**config.mk**
```make
export PLATFORM = sky130hd
export DESIGN_NAME = jam_cost_table
export DESIGN_NICKNAME = d
export VERILOG_FILES = /design/src/rtl/jam_cost_table.sv
export SDC_FILE = /design/constraint.sdc
export NUM_CORES = 1
export LEC_CHECK = 0
export ABC_AREA = 1
export CAP_MARGIN = 20
export CORE_MARGIN = 5
export CORE_UTILIZATION = 50
export CTS_CLUSTER_DIAMETER = 30
export DETAILED_ROUTE_END_ITERATION = 6
export HOLD_SLACK_MARGIN = 0.02
export PLACE_DENSITY = 0.77
export SYNTH_ARGS = -nofsm -noshare
export SYNTH_HDL_FRONTEND = slang
export SYNTH_SLANG_ARGS = --single-unit
```
**constraint.sdc**
```tcl
create_clock -name CLK -period 3.5 [get_ports CLK]
set_input_delay 1.05 -clock CLK [delete_from_list [all_inputs] [get_ports CLK]]
set_output_delay 1.05 -clock CLK [all_outputs]
set_load 0.01 [all_outputs]
```
**src/rtl/jam_cost_table.sv**
```systemverilog
// Cost-matrix store for the job-assignment search: loads an NxN matrix row-major,
// then serves registered lookups. Optional per-row minimum / lower bound: JAM_COST_ROWMIN_EN.
module jam_cost_table #(
    parameter int N  = 8,
    parameter int CW = 7
) (
    input  logic                         CLK,
    input  logic                         RST,
    input  logic                         InValid,
    input  logic [CW-1:0]                InData,
    output logic                         InReady,
    input  logic [$clog2(N)-1:0]         W,
    input  logic [$clog2(N)-1:0]         J,
    output logic [CW-1:0]                Cost,
    output logic                         TableReady,
    input  logic                         Release,
    output logic [$clog2(N*N+1)-1:0]     LoadCount,
    output logic [9:0]                   LowerBound
);
    localparam int DEPTH = N * N;
    localparam int AW    = $clog2(DEPTH);
    localparam int IW    = $clog2(N);
    localparam int CNTW  = $clog2(DEPTH + 1);
    localparam int LBW   = 10;

    typedef enum logic [1:0] {IDLE, LOAD, HOLD} state_t;

    state_t          state_q, state_d;
    logic [CNTW-1:0] cnt_q, cnt_d;
    logic [CW-1:0]   cost_q;
    logic [CW-1:0]   mem [DEPTH];

    logic          beat;
    logic          last_beat;
    logic [AW-1:0] wr_addr;
    logic [AW-1:0] rd_addr;

    assign beat      = (state_q == LOAD) && InValid;
    assign last_beat = beat && (cnt_q == CNTW'(DEPTH - 1));
    assign wr_addr   = cnt_q[AW-1:0];
    assign rd_addr   = AW'(W) * AW'(N) + AW'(J);

    always_comb begin
        state_d = state_q;
        cnt_d   = cnt_q;
        case (state_q)
            IDLE: state_d = LOAD;
            LOAD: begin
                if (beat) begin
                    cnt_d = cnt_q + CNTW'(1);
                    if (last_beat) state_d = HOLD;
                end
            end
            HOLD: begin
                if (Release) begin
                    state_d = IDLE;
                    cnt_d   = '0;
                end
            end
            default: state_d = IDLE;
        endcase
    end

    always_ff @(posedge CLK or negedge RST) begin
        if (!RST) begin
            state_q <= IDLE;
            cnt_q   <= '0;
            cost_q  <= '0;
        end else begin
            state_q <= state_d;
            cnt_q   <= cnt_d;
            cost_q  <= mem[rd_addr];
        end
    end

    // Storage has no reset so it maps onto block RAM; writes only happen in LOAD.
    always_ff @(posedge CLK) begin
        if (beat) mem[wr_addr] <= InData;
    end

    assign InReady    = (state_q == LOAD);
    assign TableReady = (state_q == HOLD);
    assign Cost       = cost_q;
    assign LoadCount  = cnt_q;

`ifdef JAM_COST_ROWMIN_EN
    logic [CW-1:0]  rowmin_q [N];
    logic [CW-1:0]  rowmin_d [N];
    logic [LBW-1:0] lb_q;
    logic [LBW-1:0] lb_sum;
    logic [IW-1:0]  wr_row;
    logic [IW-1:0]  wr_col;

    assign wr_row = wr_addr[AW-1:IW];
    assign wr_col = wr_addr[IW-1:0];

    generate
        for (genvar gi = 0; gi < N; gi++) begin : g_rowmin
            always_comb begin
                rowmin_d[gi] = rowmin_q[gi];
                if (beat && (wr_row == IW'(gi))) begin
                    if ((wr_col == '0) || (InData < rowmin_q[gi])) rowmin_d[gi] = InData;
                end
            end

            always_ff @(posedge CLK) begin
                rowmin_q[gi] <= rowmin_d[gi];
            end
        end
    endgenerate

    // Sum the next-state minima so the last row's final beat is included on entry to HOLD.
    always_comb begin
        lb_sum = '0;
        for (int i = 0; i < N; i++) lb_sum = lb_sum + LBW'(rowmin_d[i]);
    end

    always_ff @(posedge CLK or negedge RST) begin
        if (!RST) begin
            lb_q <= '0;
        end else if (last_beat) begin
            lb_q <= lb_sum;
        end else if ((state_q == HOLD) && Release) begin
            lb_q <= '0;
        end
    end

    assign LowerBound = lb_q;
`else
    assign LowerBound = '0;
`endif

endmodule

```
**Run 1: wiring heat map**

Drawn at 1.5 px/um. 21 x 21 tiles, from dark purple (low) to yellow (high), scaled to the fullest tile. Values are wire area over tile area, all layers added.
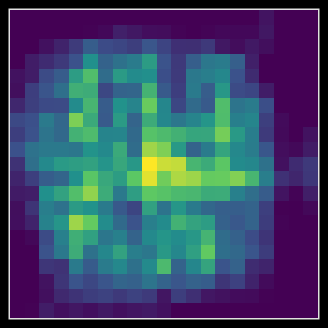
- tiles over half the peak: 20%
- mean over tiles: 0.19
- densest ninth of the die: centre
- nearly empty tiles: 22%
- fullest tile: 0.70

**Run 1: metal layers overlaid**

Drawn at 2 px/um. Two of the layers only.
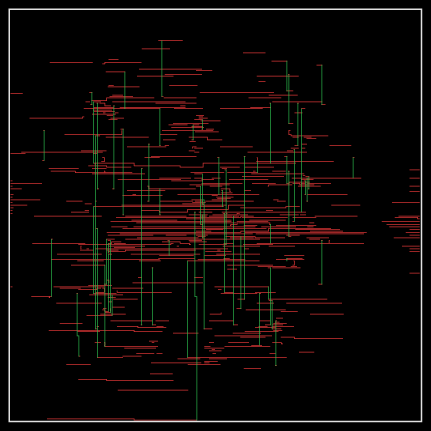
- green: metal 4 (wire length 1760 um)
- red: metal 3 (wire length 5750 um)

==> job_summary.md, run 1 <==
## Synthesis and layout report

| Metric | Value |
|---|---|
| Dpl hpwl | `27200 um` |
| Comb/total area | `20.1%` |
| Die height | `205 um` |
| EDFF count, synth | `between 400 and 500` |
| CP Capture Type | `output pin` |
| Ys flops | `between 400 and 500` |
| Synth warn | `0` |
| Cell family with most CP delay | `buffers and inverters` |
| Dominant class by area | `registers` |
| Clk slew on worst S/H paths | `0.05 ns` |
| Layout cells sized above 1 | `10.1%` |
| Mux area share | `0%` |
| Hold Path Origin | `state_q[1]` |
| Hold Buf Count CTS | `0` |
| Crit-path cells | `inv_1, nor2_1, clkdlybuf4s50_1` |
| Tap cells | `511` |
| Post-Layout Cell Count | `2279` |
| Max-Cap Viols | `0` |
| Synth Cell Area | `19100 um^2` |
| CP Launch Type | `register` |
| Filler Cells Inserted | `2802` |
| Layout area overhead | `18.5%` |
| Hold/Removal Path Class | `reg2reg` |
| Nets | `1719` |
| Final Total Pwr | `roughly 16000 uW` |
| Slew Viols, Final | `0` |
| Adder Share, Synth | `less than 1%` |
| Total clock sinks | `464` |
| Final setup vio count | `0` |
| Max VDD drop | `around 560 uV` |
| Synthesis area per yosys | `around 19000 um^2` |
| Largest net degree at the start of global routing | `113` |
| Die area | `between 40000 and 50000 um^2` |
| Final design area excluding fillers | `22600 um^2` |
| Highest-count logic cell in the final layout | `nand2_1` |
| N_diodes | `0` |
| Row cnt | `around 70` |
| Registers | `roughly 460` |
| Mapped Cells | `between 1500 and 2000` |
| IO buf count | `32` |
| Pwr Density | `690 nW/um^2` |
| Clock-cell share | `12.3%` |
| Min Tclk post-route | `2.75 ns` |
| # Cells Yosys | `1649` |
| CP Class | `reg2out` |
| Critical path peak fanout | `3` |
| Critical Path End | `InReady` |
| CP required | `2.45 ns` |
| Pleak | `0.00830 uW` |
| Via density | `5.75` |
| Status | `completed` |
| Slew headroom | `around 35%` |
| Slew @ Worst Pin | `slightly below 1 ns` |
| Placer Congestion | `0.903` |
| Cell type with the largest total area | `edfxtp_1` |
| Iter 0 DRT Violations | `1934` |
| Netlist cell types | `23` |
| Crit. path cell count | `3` |
| First-pass GRT wire length | `72000 um` |
| Initial DRT Pass Iterations | `6` |
| Post-synth top flop | `edfxtp_1` |
**Run 1: layout detail**

Window x 88 to 118, y 88 to 118 um. Cells in grey, sequential cells in the stronger grey; small squares are vias.
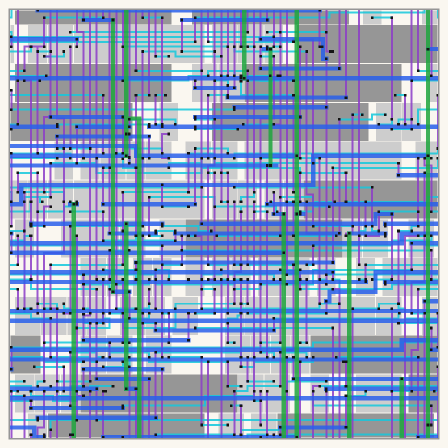
- cyan: metal 1
- purple: metal 2
- blue: metal 3
- green: metal 4
- netlist names of flops here include: mem (11)
- most frequent: nand3_1 (34), nand2_1 (29), edfxtp_1 (11)
- sequential cells in the window: 11
- cells with their middle in the window: 85

-- run 1: metal layers --
| layer | GRT usage, % | up-vias | routed length (um) | part of all wire, % |
|---|---|---|---|---|
| li1 | - | 5882 | - | - |
| met1 | 29.1 | 6238 | 17600 | 37 |
| met2 | 36.2 | 850 | 22200 | 47 |
| met3 | 6.12 | 137 | 5750 | 12 |
| met4 | 9.74 | 2 | 1760 | 3.7 |
| met5 | 0 | - | 13 | 0.027 |
-- run 1: power breakdown --
| group | internal [uW] | switching [uW] | leakage, uW |
|---|---|---|---|
| Sequential | 6310 | 110 | 0.00422 |
| Combinational | 341 | 954 | 0.00276 |
| Clock | 5160 | 2730 | 0.00133 |
-- run 1: registers in the layout, indices dropped and copies added (netlist names) --
name and flops:
Cost 7, LoadCount 7, mem 448, state_q 2
==> run 2, diff against run 1 <==
Clock period 3.5 ns to 2.6 ns, I/O delays scaled along.
**Run 2: layout detail**

Window x 88 to 118, y 88 to 118 um. Cells in grey, sequential cells in the stronger grey; small squares are vias.
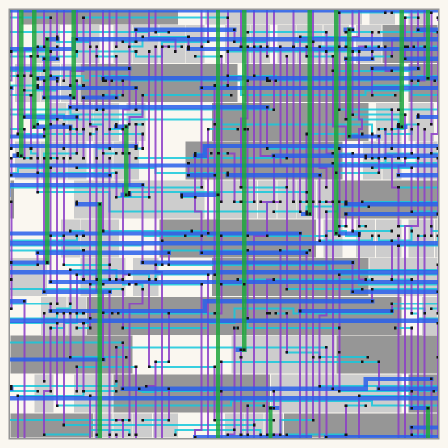

==> run 2 against run 1 <==
Compared with the run above: clock skew about the same; total power grew 37%; global-route usage up 0.87 points; synthesized cell count stayed put; critical endpoint is now LoadCount[3]; die size did not move; critical path depth decreased by 2; first-iteration DRC count shrank 17%; largest power group unchanged; count of clock-buffer cells in the layout increased by 3; setup slack got worse by 0.68 ns; non-clock buffer count up 68; wire length is 3.4% higher; register-to-register slack lost 0.50 ns.
==> job_summary.md, run 2 <==
## Synthesis and layout report

| Metric | Value |
|---|---|
| Crit-path cells | `clkdlybuf4s50_1` |
| Adder Share, Synth | `0.0655%` |
| # Cells Yosys | `1649` |
| Final setup vio count | `0` |
| Internal | `between 15000 and 20000 uW` |
| Highest-count logic cell in the final layout | `nand2_1` |
| First-pass GRT wire length | `75400 um` |
| Iter 0 DRT Violations | `1604` |
| Status | `completed` |
| Die height | `roughly 210 um` |
| Comb/total area | `19.6%` |
| DRT met1 WL | `18100 um` |
| Initial DRT Pass Iterations | `6` |
| Most flop-heavy register | `mem` |
| Slew @ Worst Pin | `0.626 ns` |
| Dominant class by area | `registers` |
| Met1 GRT Util | `between 20 and 30%` |
| Cell family with most CP delay | `buffers and inverters` |
| Highest-power group | `the clock network` |
| Hold/Removal Path Class | `reg2reg` |
| Critical path peak fanout | `10` |
| Pwr Density | `919 nW/um^2` |
| Clk power | `10800 uW` |
| Filler Cells Inserted | `approximately 2800` |
| Synth warn | `0` |
| Min Tclk post-route | `2.53 ns` |
| Clock-cell share | `12.1%` |
| CP required | `between 1.5 and 2 ns` |
| Met3 wire len | `around 5400 um` |
| Flop pwr share | `between 40% and 50%` |
| Placer Congestion | `between 0.8 and 0.9` |
| Comb group | `approximately 1800 uW` |
| Cell type with the largest total area | `edfxtp_1` |
| Pleak | `0.00871 uW` |
| Layout cells sized above 1 | `between 10% and 20%` |
| Worst-case reg-to-reg path depth | `9` |
| Top area contributor share | `70.5%` |
| DR top layer | `met5` |
| Clk network pwr share | `between 50% and 60%` |
| Dpl hpwl | `28100 um` |
| Nonclk buf count | `135` |
| Post-synth top flop | `edfxtp_1` |
| Core ar. | `37700 um^2` |
| Hold Path Origin | `state_q[1]` |
| Synthesis area per yosys | `between 15000 and 20000 um^2` |
| Comb power frac | `8.6%` |
| Sequential cell power | `8650 uW` |
| Max VDD drop | `574 uV` |
| CP Class | `reg2out` |
| Sw Share | `between 20% and 30%` |
| Hold Buf Count CTS | `0` |
| Total clock sinks | `464` |
| Max-Cap Viols | `0` |
| Post-Layout Cell Count | `roughly 2300` |
| Nets | `1788` |
| Synth Cell Area | `19100 um^2` |
| Final design area excluding fillers | `23200 um^2` |
| CP Capture Type | `output pin` |
| Busiest layer in global routing | `met2` |
| Max FFs per register | `448` |
| Registers | `464` |
| N_diodes | `0` |
| Ys flops | `464` |
| CP Launch Type | `register` |
| Die area | `42200 um^2` |
| Slew Viols, Final | `0` |
| Tap cells | `511` |
| Row cnt | `71` |
| P_sw | `approximately 5100 uW` |
| Slowest cell on the critical path | `clkdlybuf4s50_1` |
| Layout area overhead | `21.6%` |
| Mapped Cells | `~1600` |
| Clk slew on worst S/H paths | `0.05 ns` |
| Slew headroom | `between 50 and 60%` |
| IO buf count | `32` |
| Met2 WL | `23100 um` |
| EDFF count, synth | `448` |
| Netlist cell types | `23` |
| Mux area share | `0%` |
| Largest net degree at the start of global routing | `141` |
-- run 2: per-stage QoR --
step                      util [%]  total power (uW)  setup TNS (ns)
after global placement        54.1             10500               0
final                         61.6             21300               0
after global routing          61.6             21900               0
after detailed placement      54.1             10500          -0.255
after CTS                     61.6             21400               0
after floorplan                  -              9670               0
-- run 2: worst max-delay path by stage --
stage,from,cells past startpoint,endpoint
2_1_floorplan,InValid,5,mem[14][0]
3_3_place_gp,InValid,8,mem[57][4]
3_5_place_dp,InValid,8,mem[9][3]
4_1_cts,LoadCount[3],1,LoadCount[3]
5_1_grt,state_q[0],3,InReady
6_report,LoadCount[3],1,LoadCount[3]
Power is estimated from default activity; no workload was simulated.
